File: config.mk
export PLATFORM = sky130hd
export DESIGN_NAME = mem_access_unit
export DESIGN_NICKNAME = d
export VERILOG_FILES = /design/src/rtl/mem_access_pkg.sv /design/src/rtl/mem_access_unit_lane.sv /design/src/rtl/mem_access_unit.sv
export SDC_FILE = /design/constraint.sdc
export NUM_CORES = 1
export LEC_CHECK = 0
export CAP_MARGIN = 10
export CORE_MARGIN = 3
export CORE_UTILIZATION = 48
export CTS_BUF_LIST = sky130_fd_sc_hd__clkbuf_8
export DETAILED_ROUTE_END_ITERATION = 7
export PLACE_DENSITY = 0.87
export RECOVER_POWER = 50
export REMOVE_ABC_BUFFERS = 1
export SLEW_MARGIN = 20
export SYNTH_ARGS = -nofsm -noshare
export SYNTH_HDL_FRONTEND = slang
export SYNTH_SLANG_ARGS = --single-unit
File: constraint.sdc
create_clock -name clock -period 2.9 [get_ports clock]
set_input_delay 0.58 -clock clock [delete_from_list [all_inputs] [get_ports clock]]
set_output_delay 0.58 -clock clock [all_outputs]
set_load 0.005 [all_outputs]
File: src/rtl/mem_access_pkg.sv
// Shared definitions for the memory access unit: access size codes,
// the controller state encoding and the default memory depth.
package mem_access_pkg;

  localparam logic [1:0] SIZE_BYTE   = 2'b00;
  localparam logic [1:0] SIZE_HALF   = 2'b01;
  localparam logic [1:0] SIZE_WORD   = 2'b10;
  localparam logic [1:0] SIZE_DOUBLE = 2'b11;

  localparam int MEM_WORDS_DEFAULT = 64;

  typedef enum logic [1:0] {
    IDLE  = 2'b00,
    READ  = 2'b01,
    WRITE = 2'b10,
    RESP  = 2'b11
  } state_t;

  // An access is aligned when its byte offset is a multiple of its size.
  function automatic logic is_misaligned(input logic [1:0] size, input logic [2:0] addr_lo);
    logic bad;
    case (size)
      SIZE_BYTE: bad = 1'b0;
      SIZE_HALF: bad = addr_lo[0];
      SIZE_WORD: bad = |addr_lo[1:0];
      default:   bad = |addr_lo;
    endcase
    return bad;
  endfunction

endpackage

File: src/rtl/mem_access_unit_lane.sv
// Byte-lane steering: extracts and extends the addressed lane of a memory
// word for loads, and merges store data into the addressed lane(s) for
// read-modify-write stores. Little-endian lane order.
module mem_lane_align
  import mem_access_pkg::*;
#(
  parameter int dataWidth = 64
) (
  input  logic [dataWidth-1:0] word,
  input  logic [dataWidth-1:0] store_data,
  input  logic [1:0]           size,
  input  logic                 is_signed,
  input  logic [2:0]           offset,
  output logic [dataWidth-1:0] load_data,
  output logic [dataWidth-1:0] merged_word
);

  logic [5:0]           shamt;
  logic [dataWidth-1:0] shifted;
  logic [dataWidth-1:0] lane_mask;
  logic [dataWidth-1:0] lane_mask_sh;

  // Shift the addressed lane down to bit 0, extend it, and build the merge mask.
  always_comb begin
    shamt        = {offset, 3'b000};
    shifted      = word >> shamt;
    lane_mask    = '1;
    load_data    = word;
    case (size)
      SIZE_BYTE: begin
        lane_mask = dataWidth'(8'hFF);
        load_data = {{(dataWidth-8){is_signed & shifted[7]}}, shifted[7:0]};
      end
      SIZE_HALF: begin
        lane_mask = dataWidth'(16'hFFFF);
        load_data = {{(dataWidth-16){is_signed & shifted[15]}}, shifted[15:0]};
      end
      SIZE_WORD: begin
        lane_mask = dataWidth'(32'hFFFF_FFFF);
        load_data = {{(dataWidth-32){is_signed & shifted[31]}}, shifted[31:0]};
      end
      default: begin
        lane_mask = '1;
        load_data = word;
      end
    endcase
    lane_mask_sh = lane_mask << shamt;
    merged_word  = (word & ~lane_mask_sh) | ((store_data << shamt) & lane_mask_sh);
  end

endmodule

File: src/rtl/mem_access_unit.sv
// Single-request load/store unit in front of a word-addressed memory.
// Handshake: a transfer happens on a rising edge where valid && ready are
// both 1; valid must not depend on ready, and the payload is held stable by
// its source until that edge. Sub-word stores are read-modify-write.
module mem_access_unit
  import mem_access_pkg::*;
#(
  parameter int dataWidth    = 64,
  parameter int addressWidth = 64,
  parameter int memWords     = MEM_WORDS_DEFAULT,
  parameter int WAIT_CYCLES  = 2
) (
  input  logic                    clock,
  input  logic                    reset,
  input  logic                    req_valid,
  output logic                    req_ready,
  input  logic                    req_store,
  input  logic [1:0]              req_size,
  input  logic                    req_signed,
  input  logic [addressWidth-1:0] req_address,
  input  logic [dataWidth-1:0]    req_write_data,
  output logic                    resp_valid,
  input  logic                    resp_ready,
  output logic [dataWidth-1:0]    resp_read_data,
  output logic                    resp_error,
  output logic [addressWidth-1:0] mem_address,
  output logic [dataWidth-1:0]    mem_write_data,
  output logic                    mem_write,
  output logic                    mem_read,
  input  logic [dataWidth-1:0]    mem_read_data
);

  localparam int CNT_W = (WAIT_CYCLES > 1) ? $clog2(WAIT_CYCLES) : 1;

  state_t               state;
  state_t               next_state;
  logic [CNT_W-1:0]     cnt;
  logic                 cnt_last;
  logic                 req_err;
  logic                 store_q;
  logic                 signed_q;
  logic [1:0]           size_q;
  logic [2:0]           offset_q;
  logic [dataWidth-1:0] wdata_q;
  logic [dataWidth-1:0] load_data;
  logic [dataWidth-1:0] merged_word;

  assign cnt_last = (cnt == CNT_W'(WAIT_CYCLES - 1));
  assign req_err  = is_misaligned(req_size, req_address[2:0]) ||
                    ((req_address >> 3) >= addressWidth'(memWords));

  mem_lane_align #(.dataWidth(dataWidth)) u_lane (
    .word        (mem_read_data),
    .store_data  (wdata_q),
    .size        (size_q),
    .is_signed   (signed_q),
    .offset      (offset_q),
    .load_data   (load_data),
    .merged_word (merged_word)
  );

  // State register; reset abandons any in-flight access.
  always_ff @(posedge clock) begin
    if (reset) state <= IDLE;
    else       state <= next_state;
  end

  // Next-state and strobe/handshake decode.
  always_comb begin
    next_state = state;
    req_ready  = 1'b0;
    resp_valid = 1'b0;
    mem_read   = 1'b0;
    mem_write  = 1'b0;
    case (state)
      IDLE: begin
        req_ready = 1'b1;
        if (req_valid) begin
          if (req_err)                               next_state = RESP;
          else if (req_store && req_size == SIZE_DOUBLE) next_state = WRITE;
          else                                       next_state = READ;
        end
      end
      READ: begin
        mem_read = 1'b1;
        if (cnt_last) next_state = store_q ? WRITE : RESP;
      end
      WRITE: begin
        mem_write = 1'b1;
        if (cnt_last) next_state = RESP;
      end
      RESP: begin
        resp_valid = 1'b1;
        if (resp_ready) next_state = IDLE;
      end
      default: next_state = IDLE;
    endcase
  end

  // Strobe-length counter; restarts at each READ/WRITE phase boundary.
  always_ff @(posedge clock) begin
    if (reset)                                              cnt <= '0;
    else if ((state == READ || state == WRITE) && !cnt_last) cnt <= cnt + 1'b1;
    else                                                    cnt <= '0;
  end

  // Request latch, memory address/data registers and response registers.
  always_ff @(posedge clock) begin
    if (reset) begin
      store_q        <= 1'b0;
      signed_q       <= 1'b0;
      size_q         <= SIZE_BYTE;
      offset_q       <= 3'd0;
      wdata_q        <= '0;
      mem_address    <= '0;
      mem_write_data <= '0;
      resp_read_data <= '0;
      resp_error     <= 1'b0;
    end else begin
      case (state)
        IDLE: begin
          if (req_valid) begin
            store_q        <= req_store;
            signed_q       <= req_signed;
            size_q         <= req_size;
            offset_q       <= req_address[2:0];
            wdata_q        <= req_write_data;
            resp_error     <= req_err;
            resp_read_data <= '0;
            if (!req_err) begin
              mem_address    <= req_address >> 3;
              // Final for double stores; replaced by the merged word otherwise.
              mem_write_data <= req_write_data;
            end
          end
        end
        READ: begin
          if (cnt_last) begin
            if (store_q) mem_write_data <= merged_word;
            else         resp_read_data <= load_data;
          end
        end
        RESP: begin
          if (resp_ready) begin
            resp_error     <= 1'b0;
            resp_read_data <= '0;
          end
        end
        default: ;
      endcase
    end
  end

endmodule

Fig. 1: nets reached from selected ports
Drawn at 2 px/µm.
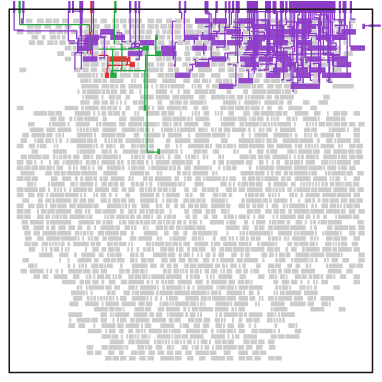
`req_size` -> green  # bits 2, direction input, end cells 6, buffers 2, wire 247 µm
`mem_address` -> purple  # bits 64, direction output, end cells 64, buffers 61, wire 2,370 µm
`req_valid` -> red  # bits 1, direction input, end cells 4, buffers 2, wire 53.1 µm

==> run notes <==
impl run done, here's what came out: IR Drop Worst-Case VDD 0.321 mV, CP Max Fanout 55, clock buffers created by TritonCTS 45, power in combinational cells 4.36 mW, Internal Power 7.52 mW, final count of hold timing violations 0, Die H 181 µm, Least-Margin Pin Slew 1.43 ns, start point of the worst hold path resp_read_data[12]$_SDFFE_PP0P_, count of clock tree sinks 264, arrival time worst endpoint 3.22 ns, group drawing the most power combinational cells, simple-gate share of the synthesized area 17.2%, leftover overflow at the end of global routing 0, outcome complete, no violations, sequential share of the synthesized area 36.0%, most used standard cells in the synthesized netlist 325 x sky130_fd_sc_hd__nand2_1, 264 x sky130_fd_sc_hd__dfxtp_1, 113 x sky130_fd_sc_hd__a21oi_1, number of cells in the yosys synthesis report 1,697, switching component of the power 4.48 mW, Max Fclk 363 MHz, type of the most critical hold path reg2reg, total I/O pin count 397, post-route cell area 0.0201 mm², count of buffers inserted at the top-level ports 393, Cell Chain, Critical Path clkdlybuf4s50_1, nor4_1, nand4_1, a2111oi_0, clkbuf_1, a31oi_2, buf_12, and2_1, first element of the critical path req_address[12], Die Footprint 0.0327 mm², pre-CTS setup slack -0.0270 ns, slowest cell delay on critical path 0.58 ns, Buf+Inv Stages, Crit Path 3, unrepaired setup endpoints after global routing false, gate count after technology mapping 1,697, dpl cells 2,403, pin count of the biggest net entering global routing 93, largest buffer count on any clock path 3, layout cells sized above 1 12.2%, Worst R2R Setup Slack 0.30 ns, H-tree level count 2, buffers inserted during post-CTS setup optimization 0, GR Util All Layers 34.9%, starting density of the core 49.2%, Max Transition Viols Final 0, largest registers mem_write_data (64), resp_read_data (64), wdata_q (64), setup tns final 0 ns, Reg-to-Reg End mem_write_data[27]$_SDFFE_PP0P_, die x size 181 µm, Crit Reg-Reg Startpoint size_q[1]$_SDFFE_PP0P_, number of global-route vias before repair 15,400, Fin Clk Skew 0.0335 ns, worst setup path endpoint mem_address[44]$_SDFFE_PP0P_, average via count per standard cell 6.44, top cells by area in the synthesized netlist sky130_fd_sc_hd__dfxtp_1 36%, sky130_fd_sc_hd__mux4_2 8.4%, sky130_fd_sc_hd__nand2_1 8.3%, synthesis warning total 0, Syn-to-layout area delta 37.0%, count of different cell masters after synthesis 65, Worst path depth 8, power density of the placed cells 596 mW/mm², shortest clock period the worst path allows after layout 2.75 ns, register clock-pin slew on the reported worst setup and hold paths 0.06 ns, XOR/XNOR Fraction of Synth Area 0%, initial antenna violation count 4, average wire per standard cell 24.3 µm, Routed Wire Length 60,300 µm, clock tree from TritonCTS built, total tool warning count 28, Final Wtd Congestion 0.967, post-layout period usage 94.9%, Slew headroom 4.56%, share of synthesized cell area in full adder, half adder and majority cells 0.341%, Floorplan Core Area 0.0299 mm², dominant kind of combinational cell AND-OR/OR-AND gates, area share of and-or/or-and cells after synthesis 22.6%, total power 12.0 mW, final std cells w/o fill 2,482, most popular library cell in the synthesized design by count sky130_fd_sc_hd__nand2_1, hold slack final 0.443 ns, R2R depth 5, Clock Tree Root sky130_fd_sc_hd__clkbuf_8, number of gates given a new drive strength after cts 0, yosys stat chip area 0.0147 mm², most used logic cell in the final layout sky130_fd_sc_hd__nand2_1, switching power as a share of total power 37.3%, DRC 0, kind of start point of the critical path input pin, part of the power in combinational logic 36.4%
Fig. 2: routed clock nets over the placement
Drawn at 2 px/µm.
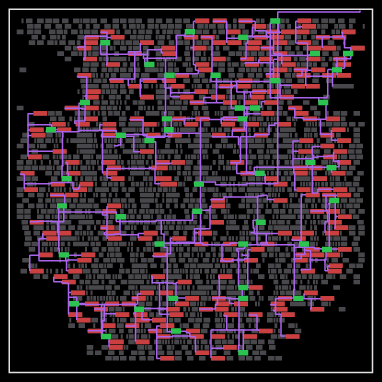
flip-flops -> red  # count 264
cells driving clock nets -> green  # count 45
clock wires -> purple  # length 3,500 µm
routed clock nets = 46

## area by class of cell
cell class / instances / area (µm²) / share of cell area, %
Tap cell: 390 / 488 / 2.43
Sequential cell: 264 / 5300 / 26.3
Antenna cell: 4 / 10.0 / 0.0498
Clock buffer: 52 / 716 / 3.56
Multi-Input combinational cell: 1245 / 8590 / 42.7
Inverter: 25 / 93.8 / 0.466
Clock inverter: 23 / 193 / 0.958
Timing Repair Buffer: 479 / 4730 / 23.5
## layer usage
layer / track usage (%) / wire (µm) / part of all wire, % / vias to the layer above
met5: 0 / 13 / 0.022 / -
met4: 18.2 / 3730 / 6.2 / 2
met3: 9.48 / 7580 / 13 / 298
met2: 55.2 / 27600 / 46 / 1281
met1: 43.7 / 21400 / 35 / 7467
li1: - / - / - / 6933
No activity file was given, so power comes from the tool's default toggle rates.
